File: src/rtl/uarttx_if.sv
// Byte-stream port of the UART transmitter: handshake inputs, serial line and FSM debug view.
// Handshake: a byte transfers on a rising clk edge where valid and ready are both high; ready never depends on valid.
interface uarttx_if;
    logic       en;
    logic [7:0] din;
    logic       valid;
    logic       ready;
    logic       tx;
    logic [2:0] dbg_state;

    modport master (
        output en,
        output din,
        output valid,
        input  ready,
        input  tx,
        input  dbg_state
    );

    modport slave (
        input  en,
        input  din,
        input  valid,
        output ready,
        output tx,
        output dbg_state
    );
endinterface

File: src/rtl/uarttx.sv
// 8N1 UART transmitter with registered tx and a BAUD_PER+1 cycle bit period.
// Define UARTTX_PARITY_EN to add an even-parity bit between the data bits and the stop bit.
module uarttx #(
    parameter int unsigned BAUD_PER = 10416
) (
    input  logic     clk,
    input  logic     rst,
    uarttx_if.slave  bus
);

    typedef enum logic [2:0] {
        IDLE   = 3'd0,
        START  = 3'd1,
        DATA   = 3'd2,
        STOP   = 3'd3
`ifdef UARTTX_PARITY_EN
        ,
        PARITY = 3'd4
`endif
    } state_e;

    localparam logic [13:0] BAUD_MAX = 14'(BAUD_PER);

    state_e      state_q, state_d;
    logic [13:0] baud_q, baud_d;
    logic [7:0]  shift_q, shift_d;
    logic [2:0]  bit_cnt_q, bit_cnt_d;
    logic        tx_q, tx_d;
`ifdef UARTTX_PARITY_EN
    logic        parity_q, parity_d;
`endif

    logic ready;
    logic accept;
    logic tick;

    always_comb begin
        ready     = (state_q == IDLE) && bus.en;
        accept    = ready && bus.valid;
        tick      = (state_q != IDLE) && (baud_q == BAUD_MAX);

        state_d   = state_q;
        shift_d   = shift_q;
        bit_cnt_d = bit_cnt_q;
        tx_d      = tx_q;
`ifdef UARTTX_PARITY_EN
        parity_d  = parity_q;
`endif

        // The counter idles at 0, so an accept always starts a full bit period.
        if ((state_q == IDLE) || tick) begin
            baud_d = 14'd0;
        end else begin
            baud_d = baud_q + 14'd1;
        end

        unique case (state_q)
            IDLE: begin
                if (accept) begin
                    state_d   = START;
                    shift_d   = bus.din;
                    bit_cnt_d = 3'd0;
`ifdef UARTTX_PARITY_EN
                    parity_d  = ^bus.din;
`endif
                end
            end
            START: begin
                if (tick) begin
                    state_d = DATA;
                end
            end
            DATA: begin
                if (tick) begin
                    bit_cnt_d = bit_cnt_q + 3'd1;
                    if (bit_cnt_q == 3'd7) begin
`ifdef UARTTX_PARITY_EN
                        state_d = PARITY;
`else
                        state_d = STOP;
`endif
                    end else begin
                        shift_d = {1'b0, shift_q[7:1]};
                    end
                end
            end
`ifdef UARTTX_PARITY_EN
            PARITY: begin
                if (tick) begin
                    state_d = STOP;
                end
            end
`endif
            STOP: begin
                if (tick) begin
                    state_d = IDLE;
                end
            end
            default: begin
                state_d = IDLE;
            end
        endcase

        // tx is registered from the next state so the line changes on the same edge as the state.
        unique case (state_d)
            START:   tx_d = 1'b0;
            DATA:    tx_d = shift_d[0];
`ifdef UARTTX_PARITY_EN
            PARITY:  tx_d = parity_q;
`endif
            default: tx_d = 1'b1;
        endcase
    end

    always_ff @(posedge clk) begin
        if (rst) begin
            state_q   <= IDLE;
            baud_q    <= 14'd0;
            shift_q   <= 8'd0;
            bit_cnt_q <= 3'd0;
            tx_q      <= 1'b1;
`ifdef UARTTX_PARITY_EN
            parity_q  <= 1'b0;
`endif
        end else begin
            state_q   <= state_d;
            baud_q    <= baud_d;
            shift_q   <= shift_d;
            bit_cnt_q <= bit_cnt_d;
            tx_q      <= tx_d;
`ifdef UARTTX_PARITY_EN
            parity_q  <= parity_d;
`endif
        end
    end

    assign bus.ready     = ready;
    assign bus.tx        = tx_q;
    assign bus.dbg_state = state_q;

endmodule
File: src/flat_wrapper.sv
// flat-port wrapper written by rule: the top's interface ports become plain ports
module uarttx_flat 
#(
    parameter int unsigned BAUD_PER = 10416
)
  (clk, rst, bus_en, bus_din, bus_valid, bus_ready, bus_tx, bus_dbg_state);
  uarttx_if bus_i ();
  input  logic clk;
  input  logic rst;
  input wire logic [$bits(bus_i.en)-1:0] bus_en;
  input wire logic [$bits(bus_i.din)-1:0] bus_din;
  input wire logic [$bits(bus_i.valid)-1:0] bus_valid;
  output wire logic [$bits(bus_i.ready)-1:0] bus_ready;
  output wire logic [$bits(bus_i.tx)-1:0] bus_tx;
  output wire logic [$bits(bus_i.dbg_state)-1:0] bus_dbg_state;
  assign bus_i.en = bus_en;
  assign bus_i.din = bus_din;
  assign bus_i.valid = bus_valid;
  assign bus_ready = bus_i.ready;
  assign bus_tx = bus_i.tx;
  assign bus_dbg_state = bus_i.dbg_state;
  uarttx #(.BAUD_PER(BAUD_PER)) u_core (.clk(clk), .rst(rst), .bus(bus_i));
endmodule
File: config.mk
export PLATFORM = sky130hd
export DESIGN_NAME = uarttx_flat
export DESIGN_NICKNAME = d
export VERILOG_FILES = /design/src/rtl/uarttx_if.sv /design/src/rtl/uarttx.sv /design/src/flat_wrapper.sv
export SDC_FILE = /design/constraint.sdc
export NUM_CORES = 1
export LEC_CHECK = 0
export CAP_MARGIN = 0
export CORE_MARGIN = 1
export CORE_UTILIZATION = 31
export DETAILED_ROUTE_END_ITERATION = 8
export SLEW_MARGIN = 20
export SYNTH_ARGS = -nofsm -noshare
export SYNTH_HDL_FRONTEND = slang
export SYNTH_SLANG_ARGS = --single-unit
File: constraint.sdc
create_clock -name clk -period 1.7 [get_ports clk]
set_input_delay 0.255 -clock clk [delete_from_list [all_inputs] [get_ports clk]]
set_output_delay 0.255 -clock clk [all_outputs]
set_load 0.03 [all_outputs]
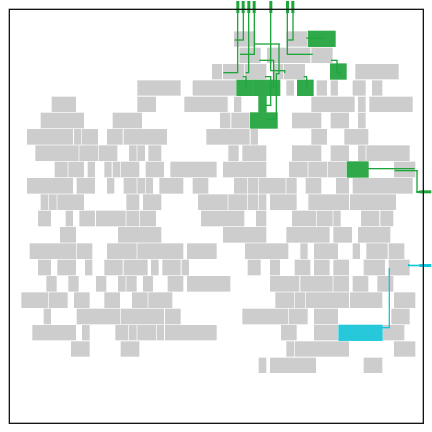
Figure 1: run 1, wires at chosen ports, followed through buffers.
(6 px per um)
green -> bus_din  # bits 8, direction input, edge 7 top, 1 right, end cells 8, buffers 8, wire 126 um
cyan -> bus_tx  # bits 1, direction output, edge right, end cells 1, buffers 1, wire 13.5 um

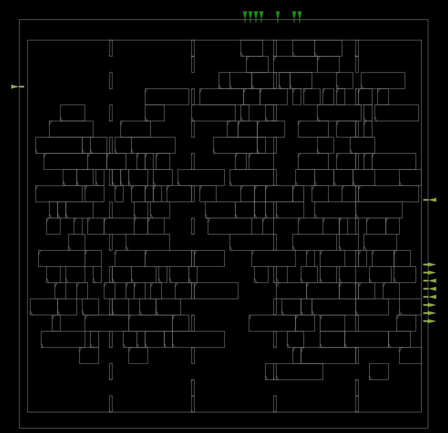
Figure 2: run 1, cell placement.
fill cell total of the finished layout: 391
core area: 4140 um^2
share of the final layout cell area in sequential cells: 28.9%
number of sequential cells: 29

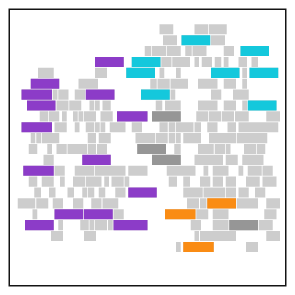
Figure 3: run 1, sequential cells coloured by netlist name.
(4 px per um) Other sequential cells in the stronger grey, the rest of the logic in the fainter grey.
cyan -> u_core.shift_q  # flops 8
orange -> u_core.bus.dbg_state  # flops 3
purple -> u_core.baud_q  # flops 14
not coloured = 4
final design utilization: 49.4%
Sequential Power: 0.000697 W
sequential standard cell area: 592 um^2

run 1: metrics by stage:
step                TNS (ns)  setup WS, ns
floorplan             -0.327       -0.0954
global placement       -3.68        -0.277
detailed placement     -4.73        -0.328
CTS                    -3.49        -0.213
global route           -3.58        -0.177
finish                 -1.80        -0.115
run 1: cell usage in the layout, fill, tap and decap left out, types with 6 or more instances in the layout:
master	n
sky130_fd_sc_hd__clkbuf_8	7
sky130_fd_sc_hd__dfxtp_1	22
sky130_fd_sc_hd__buf_4	23
sky130_fd_sc_hd__nand2_1	14
sky130_fd_sc_hd__a21oi_1	7
sky130_fd_sc_hd__xor2_1	8
sky130_fd_sc_hd__nor2_1	14
sky130_fd_sc_hd__clkdlybuf4s50_1	13
sky130_fd_sc_hd__a21oi_2	6
sky130_fd_sc_hd__dfxtp_2	6
==> flow_summary.yaml, run 1 <==
# yosys + openroad results
logic_synthesis:
  yosys_warning_count: 0
  synth.yosys.num_cells: 153
  edf_count: 0
  synthDominantAreaCellType: "sky130_fd_sc_hd__dfxtp_1"
  synth_flops: 29
  mappedNetlistArea_um2: 1380
  synth.cellmix.simpleShare_pct: 25.8
die:
  ioPinCount: 17
  chip_area_um2: 4730
status:
  outcome: "finished, violations left"
  violations: "negative setup slack"
grt:
  grt.total_usage_pct: 15.5
  grt.overflow.total: 0
  first_pass_grt_wire_length_um: 5200
finish:
  finalInstanceArea_um2: 2050
  non_clock_inverter_count: 5
  area_delta_synth_final_pct: 48.2
  clock_tree_area_fraction_pct: 4.95
  non_clock_buffer_total_of_the_final_layout: 43
  comb_cells: 112
clocking:
  cts_tree: "built"
  postCtsResizedCells: 23
  postCtsHoldBufs: 0
  cts_setup_buffers: 5
place:
  port-buffer-count: 16
  place.detailed.instances: 231
  finalWeightedCongestion: 0.723
  postPlaceCellArea_um2: 1720
setup_path:
  worstPathBufferInverterCount: 3
  worst_setup_path_endpoint: "u_core.bus.tx"
  critical_path_depth: 9
  worst_path_max_delay_cell: "sky130_fd_sc_hd__dfxtp_2"
detailed_routing:
  route.final.wire_length_um: 3300
  route.detailed.vias_per_inst: 4.95
final_timing:
  setup_viol_count_final: 28
  final.setup.worst_slack_ns: -0.115
  min_period_over_period_pct: 107
  hold_slack_ns: 0.457
power:
  power_share_of_the_clock_group_pct: 42.9
  power.share.switching_pct: 23.0
  power.combinational.fraction_pct: 9.3
## Run 2: what changed since run 1
SETUP_SLACK_MARGIN = 0.15   (was not set)
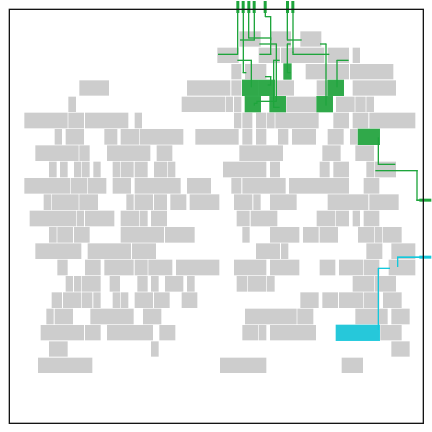
Figure 4: run 2, wires at chosen ports, followed through buffers.
(6 px per um)
cyan -> bus_tx  # bits 1, direction output, edge right, end cells 1, buffers 1, wire 17.5 um
green -> bus_din  # bits 8, direction input, edge 7 top, 1 right, end cells 8, buffers 8, wire 144 um

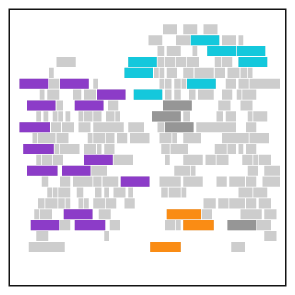
Figure 5: run 2, sequential cells coloured by netlist name.
(4 px per um) Other sequential cells in the stronger grey, the rest of the logic in the fainter grey.
cyan -> u_core.shift_q  # flops 8
purple -> u_core.baud_q  # flops 14
orange -> u_core.bus.dbg_state  # flops 3
share of the final layout cell area in sequential cells: 30.0%
Sequential Power: 0.000696 W

==> run 2 against run 1 <==
The flow still finishes with violations (negative setup slack). Power increased by 0.27%. Clock skew up 0.0037 ns. First-iteration DRC count grew 45%. Setup slack gained 0.016 ns. Core utilization is 1.8 points lower. Clock power is essentially flat. Non-clock buffer count unchanged. Via count is 0.65% lower. Cell area shrank 3.7%. Routed wire length rose by 1.2%. Synthesized cell count stayed put. Global-route usage down 0.098 points. Critical endpoint unchanged. Largest cell class unchanged.
==> flow_summary.yaml, run 2 <==
# yosys + openroad results
status:
  outcome: "finished, violations left"
  violations: "negative setup slack"
clocking:
  cts_tree: "built"
  postCtsResizedCells: 14
  cts_setup_buffers: 2
  cts_sinks: 29
final_timing:
  setup_viol_count_final: 12
  min_period_over_period_pct: 106
  totalNegativeSetupSlack_ns: -0.766
  hold_slack_ns: 0.464
  final.setup.worst_slack_ns: -0.0991
grt:
  grt.total_usage_pct: 15.4
finish:
  area_delta_synth_final_pct: 42.8
  post-route-util_pct: 47.6
  finalInstanceArea_um2: 1970
  layout_top_cell: "sky130_fd_sc_hd__buf_4"
detailed_routing:
  route.final.wire_length_um: 3340
  route.detailed.vias_per_inst: 4.91
power:
  power_share_of_the_clock_group_pct: 42.9
  power.combinational.fraction_pct: 9.5
  power.share.switching_pct: 22.9
setup_path:
  worst_path_max_delay_cell: "sky130_fd_sc_hd__a2111oi_4"
  worst_setup_path_endpoint: "u_core.bus.tx"
  worstPathBufferInverterCount: 3
die:
  ioPinCount: 17
  die-width_um: 68.8
  chip_area_um2: 4730
  core_um2: 4140
logic_synthesis:
  synth.cellmix.simpleShare_pct: 25.8
  synthDominantAreaCellType: "sky130_fd_sc_hd__dfxtp_1"
  yosys_warning_count: 0
  mappedNetlistArea_um2: 1380
  edf_count: 0
  synth_flops: 29
  synth.yosys.num_cells: 153
place:
  finalWeightedCongestion: 0.740
  postPlaceCellArea_um2: 1710
  place.detailed.instances: 231
  port-buffer-count: 16
  pre_cts_slack_ns: -0.350
-- run 2: netlist changes by cell type in the layout (fill, tap and decap cells not counted), moves of 3 or more --
| cell | before | now |
|---|---|---|
| sky130_fd_sc_hd__a22oi_1 | 3 | 6 |
| sky130_fd_sc_hd__a22oi_2 | 3 | 0 |
| sky130_fd_sc_hd__buf_4 | 23 | 26 |
| sky130_fd_sc_hd__nor2_1 | 14 | 18 |
-- run 2: area by class of cell --
type                            instances  area, um^2
Multi-Input combinational cell        112         831
Clock buffer                            7        96.3
Inverter                                5        18.8
Tap cell                               50        62.6
Fill cell                             405        2170
Sequential cell                        29         592
Timing Repair Buffer                   43         367
Clock inverter                          1        5.00
No activity file was given, so power comes from the tool's default toggle rates.
